==> src/rtl/hrmf_seq_ctrl.sv <==
// hrmf_seq_ctrl: radix-4 DIF FFT sequencer issuing butterfly/twiddle addresses and delayed write-backs
module hrmf_seq_ctrl #(
  parameter int LOG4N = 3,
  parameter int PIPE_LAT = 2
) (
  input  logic                 CLK,
  input  logic                 RST,
  input  logic                 START,
  input  logic                 HOLD,
  output logic                 BUSY,
  output logic                 DONE,
  output logic [LOG4N-1:0]     STAGE,
  output logic                 RD_EN,
  output logic [8*LOG4N-1:0]   RD_ADDR,
  output logic [6*LOG4N-1:0]   TF_ADDR,
  output logic                 WR_EN,
  output logic [8*LOG4N-1:0]   WR_ADDR
);
  localparam int AW = 2 * LOG4N;
  localparam logic [AW-1:0] NB = AW'(1 << (AW - 2));
  localparam logic [LOG4N-1:0] S_LAST = LOG4N'(LOG4N - 1);
  localparam logic [3:0] D_LAST = 4'(PIPE_LAT - 1);
  typedef enum logic [1:0] {IDLE, RUN, DRAIN} state_t;
  state_t state_q, state_d;
  logic [LOG4N-1:0] s_q, s_d, iss_s;
  logic [AW-1:0] b_q, b_d, iss_b;
  logic [3:0] dc_q, dc_d;
  logic rd_en_q, rd_en_d, done_q, done_d;
  logic [4*AW-1:0] rd_addr_q, rd_addr_d, ad_n;
  logic [3*AW-1:0] tf_q, tf_d, tf_n;
  logic [PIPE_LAT-1:0] sv_q, sv_d;
  logic [4*AW-1:0] sa_q [PIPE_LAT];
  logic [4*AW-1:0] sa_d [PIPE_LAT];
  logic adv, upd, start_ok, run_iss, run_end, fin, drn_nxt, iss;
  function automatic logic [7*AW-1:0] gen(input logic [LOG4N-1:0] s, input logic [AW-1:0] b);
    int sh;
    logic [AW-1:0] l, j, base, e1;
    sh = AW - 2 - 2 * int'(s);
    l = AW'(1) << sh;
    j = b & (l - AW'(1));
    base = ((b >> sh) << (sh + 2)) | j;
    e1 = j << (2 * int'(s));
    return {AW'(e1 + (e1 << 1)), AW'(e1 << 1), e1,
            AW'(base + (l << 1) + l), AW'(base + (l << 1)), AW'(base + l), base};
  endfunction
  // next-state: issue selection, stage/drain sequencing and the write-back delay line
  always_comb begin
    adv = !HOLD;
    start_ok = state_q == IDLE && START && !done_q;
    run_iss = state_q == RUN && adv && b_q != NB;
    run_end = state_q == RUN && adv && b_q == NB;
    fin = state_q == DRAIN && adv && dc_q == D_LAST;
    drn_nxt = fin && s_q != S_LAST;
    iss = start_ok || run_iss || drn_nxt;
    iss_s = drn_nxt ? s_q + 1'b1 : start_ok ? '0 : s_q;
    iss_b = run_iss ? b_q : '0;
    {tf_n, ad_n} = gen(iss_s, iss_b);
    state_d = (start_ok || drn_nxt) ? RUN : run_end ? DRAIN : fin ? IDLE : state_q;
    s_d = iss ? iss_s : fin ? '0 : s_q;
    b_d = iss ? iss_b + 1'b1 : b_q;
    dc_d = run_end ? '0 : (state_q == DRAIN && adv) ? dc_q + 1'b1 : dc_q;
    done_d = fin && !drn_nxt;
    upd = adv || start_ok;
    rd_en_d = upd ? iss : rd_en_q;
    rd_addr_d = upd ? (iss ? ad_n : '0) : rd_addr_q;
    tf_d = upd ? (iss ? tf_n : '0) : tf_q;
    sv_d[0] = adv ? rd_en_q : sv_q[0];
    sa_d[0] = adv ? rd_addr_q : sa_q[0];
    for (int i = 1; i < PIPE_LAT; i++) begin
      sv_d[i] = adv ? sv_q[i-1] : sv_q[i];
      sa_d[i] = adv ? sa_q[i-1] : sa_q[i];
    end
  end
  // state registers; reset discards any in-flight write-backs
  always_ff @(posedge CLK) begin
    if (RST) begin
      state_q <= IDLE;
      s_q <= '0;
      b_q <= '0;
      dc_q <= '0;
      done_q <= 1'b0;
      rd_en_q <= 1'b0;
      rd_addr_q <= '0;
      tf_q <= '0;
      sv_q <= '0;
      sa_q <= '{default: '0};
    end else begin
      state_q <= state_d;
      s_q <= s_d;
      b_q <= b_d;
      dc_q <= dc_d;
      done_q <= done_d;
      rd_en_q <= rd_en_d;
      rd_addr_q <= rd_addr_d;
      tf_q <= tf_d;
      sv_q <= sv_d;
      sa_q <= sa_d;
    end
  end
  assign BUSY = state_q != IDLE;
  assign DONE = done_q;
  assign STAGE = s_q;
  assign RD_EN = rd_en_q && !HOLD;
  assign RD_ADDR = rd_addr_q;
  assign TF_ADDR = tf_q;
  assign WR_EN = sv_q[PIPE_LAT-1] && !HOLD;
  assign WR_ADDR = sa_q[PIPE_LAT-1];
endmodule

==> config.mk <==
export PLATFORM = sky130hd
export DESIGN_NAME = hrmf_seq_ctrl
export DESIGN_NICKNAME = d
export VERILOG_FILES = /design/src/rtl/hrmf_seq_ctrl.sv
export SDC_FILE = /design/constraint.sdc
export NUM_CORES = 1
export LEC_CHECK = 0
export CORE_MARGIN = 2
export CORE_UTILIZATION = 46
export CTS_BUF_LIST = sky130_fd_sc_hd__clkbuf_4
export CTS_CLUSTER_DIAMETER = 30
export DETAILED_ROUTE_END_ITERATION = 16
export GPL_TIMING_DRIVEN = 0
export PLACE_DENSITY_LB_ADDON = 0.1
export SYNTH_ARGS = -nofsm -noshare
export SYNTH_HDL_FRONTEND = slang
export SYNTH_SLANG_ARGS = --single-unit
==> constraint.sdc <==
create_clock -name CLK -period 5.75 [get_ports CLK]
set_input_delay 0.8625 -clock CLK [delete_from_list [all_inputs] [get_ports CLK]]
set_output_delay 0.8625 -clock CLK [all_outputs]
set_load 0.01 [all_outputs]
==> run summary <==
Status: completed
Crit path max-delay cell type: a21oi_1
Synth Seq Share: 40.2%
Top logic family: simple AND/OR/NAND/NOR gates
Fillers: 965
Leak Pwr: 2.50 nW
FMAX: 194 MHz
Post-synth area from yosys stat: 0.00478 mm2
Gate Area: 0.00241 mm2
Avg Cell Area, Syn: 9.37 um2
Final period utilization: 89.7%
Fin area: 0.00583 mm2
RePlAce Congestion: 0.948
Root buffer cell: clkbuf_4
Worst EP required: 6.11 ns
Dpl cells: 719
Setup slack, reg-to-reg: 0.59 ns
Most Crowded Layer GR: met2
Met2 WL: 5030 um
Largest net degree at the start of global routing: 18
FP Core Util: 46.9%
CP Capture Point: RD_ADDR[23]
Critical path arrival: 5.51 ns
Latency at later pin: 0.46 ns
Initial antenna violation count: 0
Nature of the critical path endpoint: flip-flop
ClkCell Share: 2.49%
Crit path max-delay family: adder cells
Max-slew violation count: 0
Post-Route M1 WL: 5330 um
Register area: 0.00192 mm2
Commonest cells post-synth: 97 x nor2_1, 96 x dfxtp_1, 47 x mux2i_1, 34 x buf_4, 27 x a21oi_1
# DRC: 0
Distinct cells, synth: 69
Grt met3 use: 3.43%
Placed cell areas: 0.00568 mm2
Rel. slew slack: 47.8%
Die width: 106 um
# IOs: 77
Ant. Diodes: 0
Logic share of the area: 41.3%
CLK BUF: 9
Worst path most repeated cell: ha_1
Hold buffer count at CTS: 0
Syn Nets: 536
Tmin final: 5.16 ns
Layout cells sized above 1: 13.9%
Top Layout Cells: 97 x nor2_1, 96 x dfxtp_1, 73 x clkdlybuf4s50_1, 47 x mux2i_1, 34 x buf_4
CP Cell Sequence: bufbuf_16 > inv_1 > ha_1 > or2b_2 > nand4b_1 > mux2i_4 > ha_1 > nor2b_1 > nand4_1 > ha_1 > nand2_1 > a21oi_1 > ha_1 > a31oi_1 > xnor2_1 > ha_1 > nand2_1 > nor2_1 > nor2_1 > xnor2_1 > a22o_1
Comb gates: 342
Worst flop-to-flop path startpoint: STAGE[0]
Seq cells post-synth: 96
Vias/cell: 5.12
Worst Setup SP: STAGE[0]
Inverters: 14
Main flop type: dfxtp_1
Critical path class: reg -> reg
R2r endpoint: RD_ADDR[23]
Congestion Overflow GR: 0
Highest routed layer: met4
Final Power: 1.15 mW
Clock tree buffer depth: 2
Post-synth top area cell: dfxtp_1
DR vias: 3760
Met1 usage: 28.0%
DR iter-0 viols: 165
Tool warnings: 28
Max-cap viol count: 0
Yosys warns: 0
WHS Path Cells: 2
RSZ-0062 raised after global routing: false
Complex Gates by Area: 11.7%
Cts bufs inserted: 9
GRT Total Usage: 20.6%
Critical-path maximum fanout: 10
EDFF count, synth: 0
VDD IR-drop max: 112 uV
Mux share: 10.9%
Area Overhead vs Synth: 21.9%
Final hold slack: 0.498 ns
-- worst reg2reg max path: stages (launching register included) --
cell and delay [ns]:
dfxtp_1 0.36, bufbuf_16 0.28, inv_1 0.07, ha_1 0.18, or2b_2 0.37, nand4b_1 0.20, mux2i_4 0.40, ha_1 0.32
nor2b_1 0.21, nand4_1 0.16, ha_1 0.31, nand2_1 0.11, a21oi_1 0.50, ha_1 0.38, a31oi_1 0.21, xnor2_1 0.13
ha_1 0.34, nand2_1 0.06, nor2_1 0.12, nor2_1 0.06, xnor2_1 0.13, a22o_1 0.18
-- power breakdown --
group	switching [mW]	leakage (nW)	total, mW	internal (mW)
logic	0.0524	1.66	0.0864	0.0340
clock network	0.241	0.0725	0.379	0.137
registers	0.00677	0.776	0.680	0.674
### Signal wires by layer

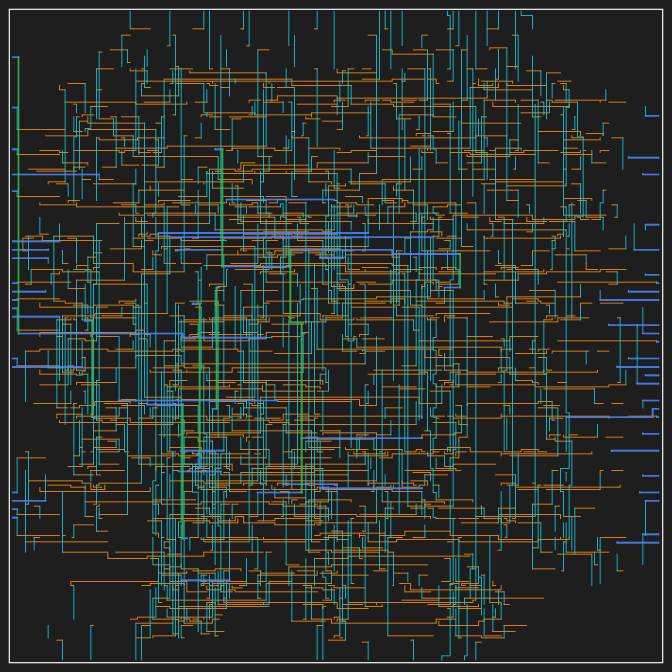
orange -> met1  # wire length 5330 um
cyan -> met2  # wire length 5030 um
green -> met4  # wire length 192 um
blue -> met3  # wire length 477 um
Total Wirelength: 11000 um
wire per inst: 15.0 um

### Cell placement

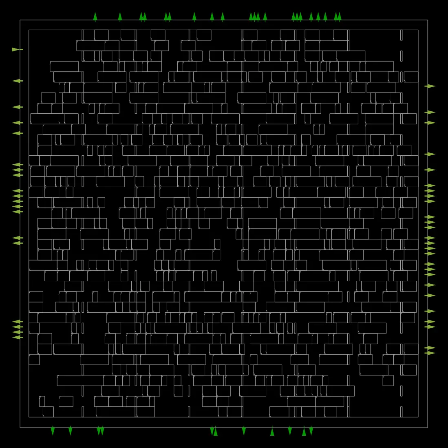
Post-Route Utilization: 57.2%
CORE AREA: 0.0102 mm2
sequential share of cell area: 33.0%
tapcell count: 136

### Cells by drive strength

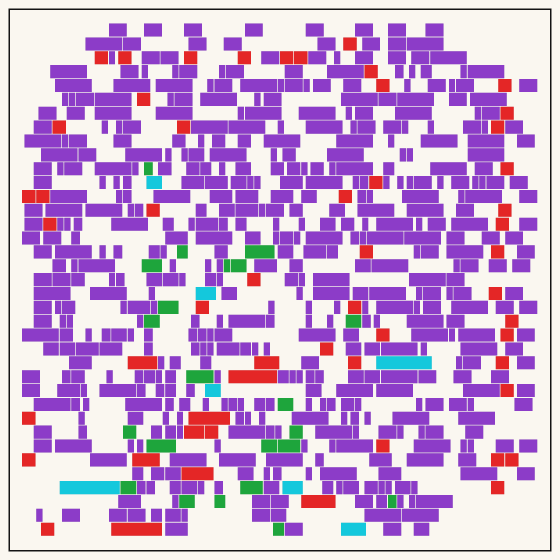
red -> drive 3 to 4  # cells 54, share 9.0%
purple -> drive 1 or less  # cells 516, share 86%
cyan -> drive 6 and up  # cells 7, share 1.2%
green -> drive 2  # cells 22, share 3.7%
fin worst setup slack: 0.595 ns
Non-clock buffers: 131

Power figures rest on the tool's default switching activity, not on a simulated workload.
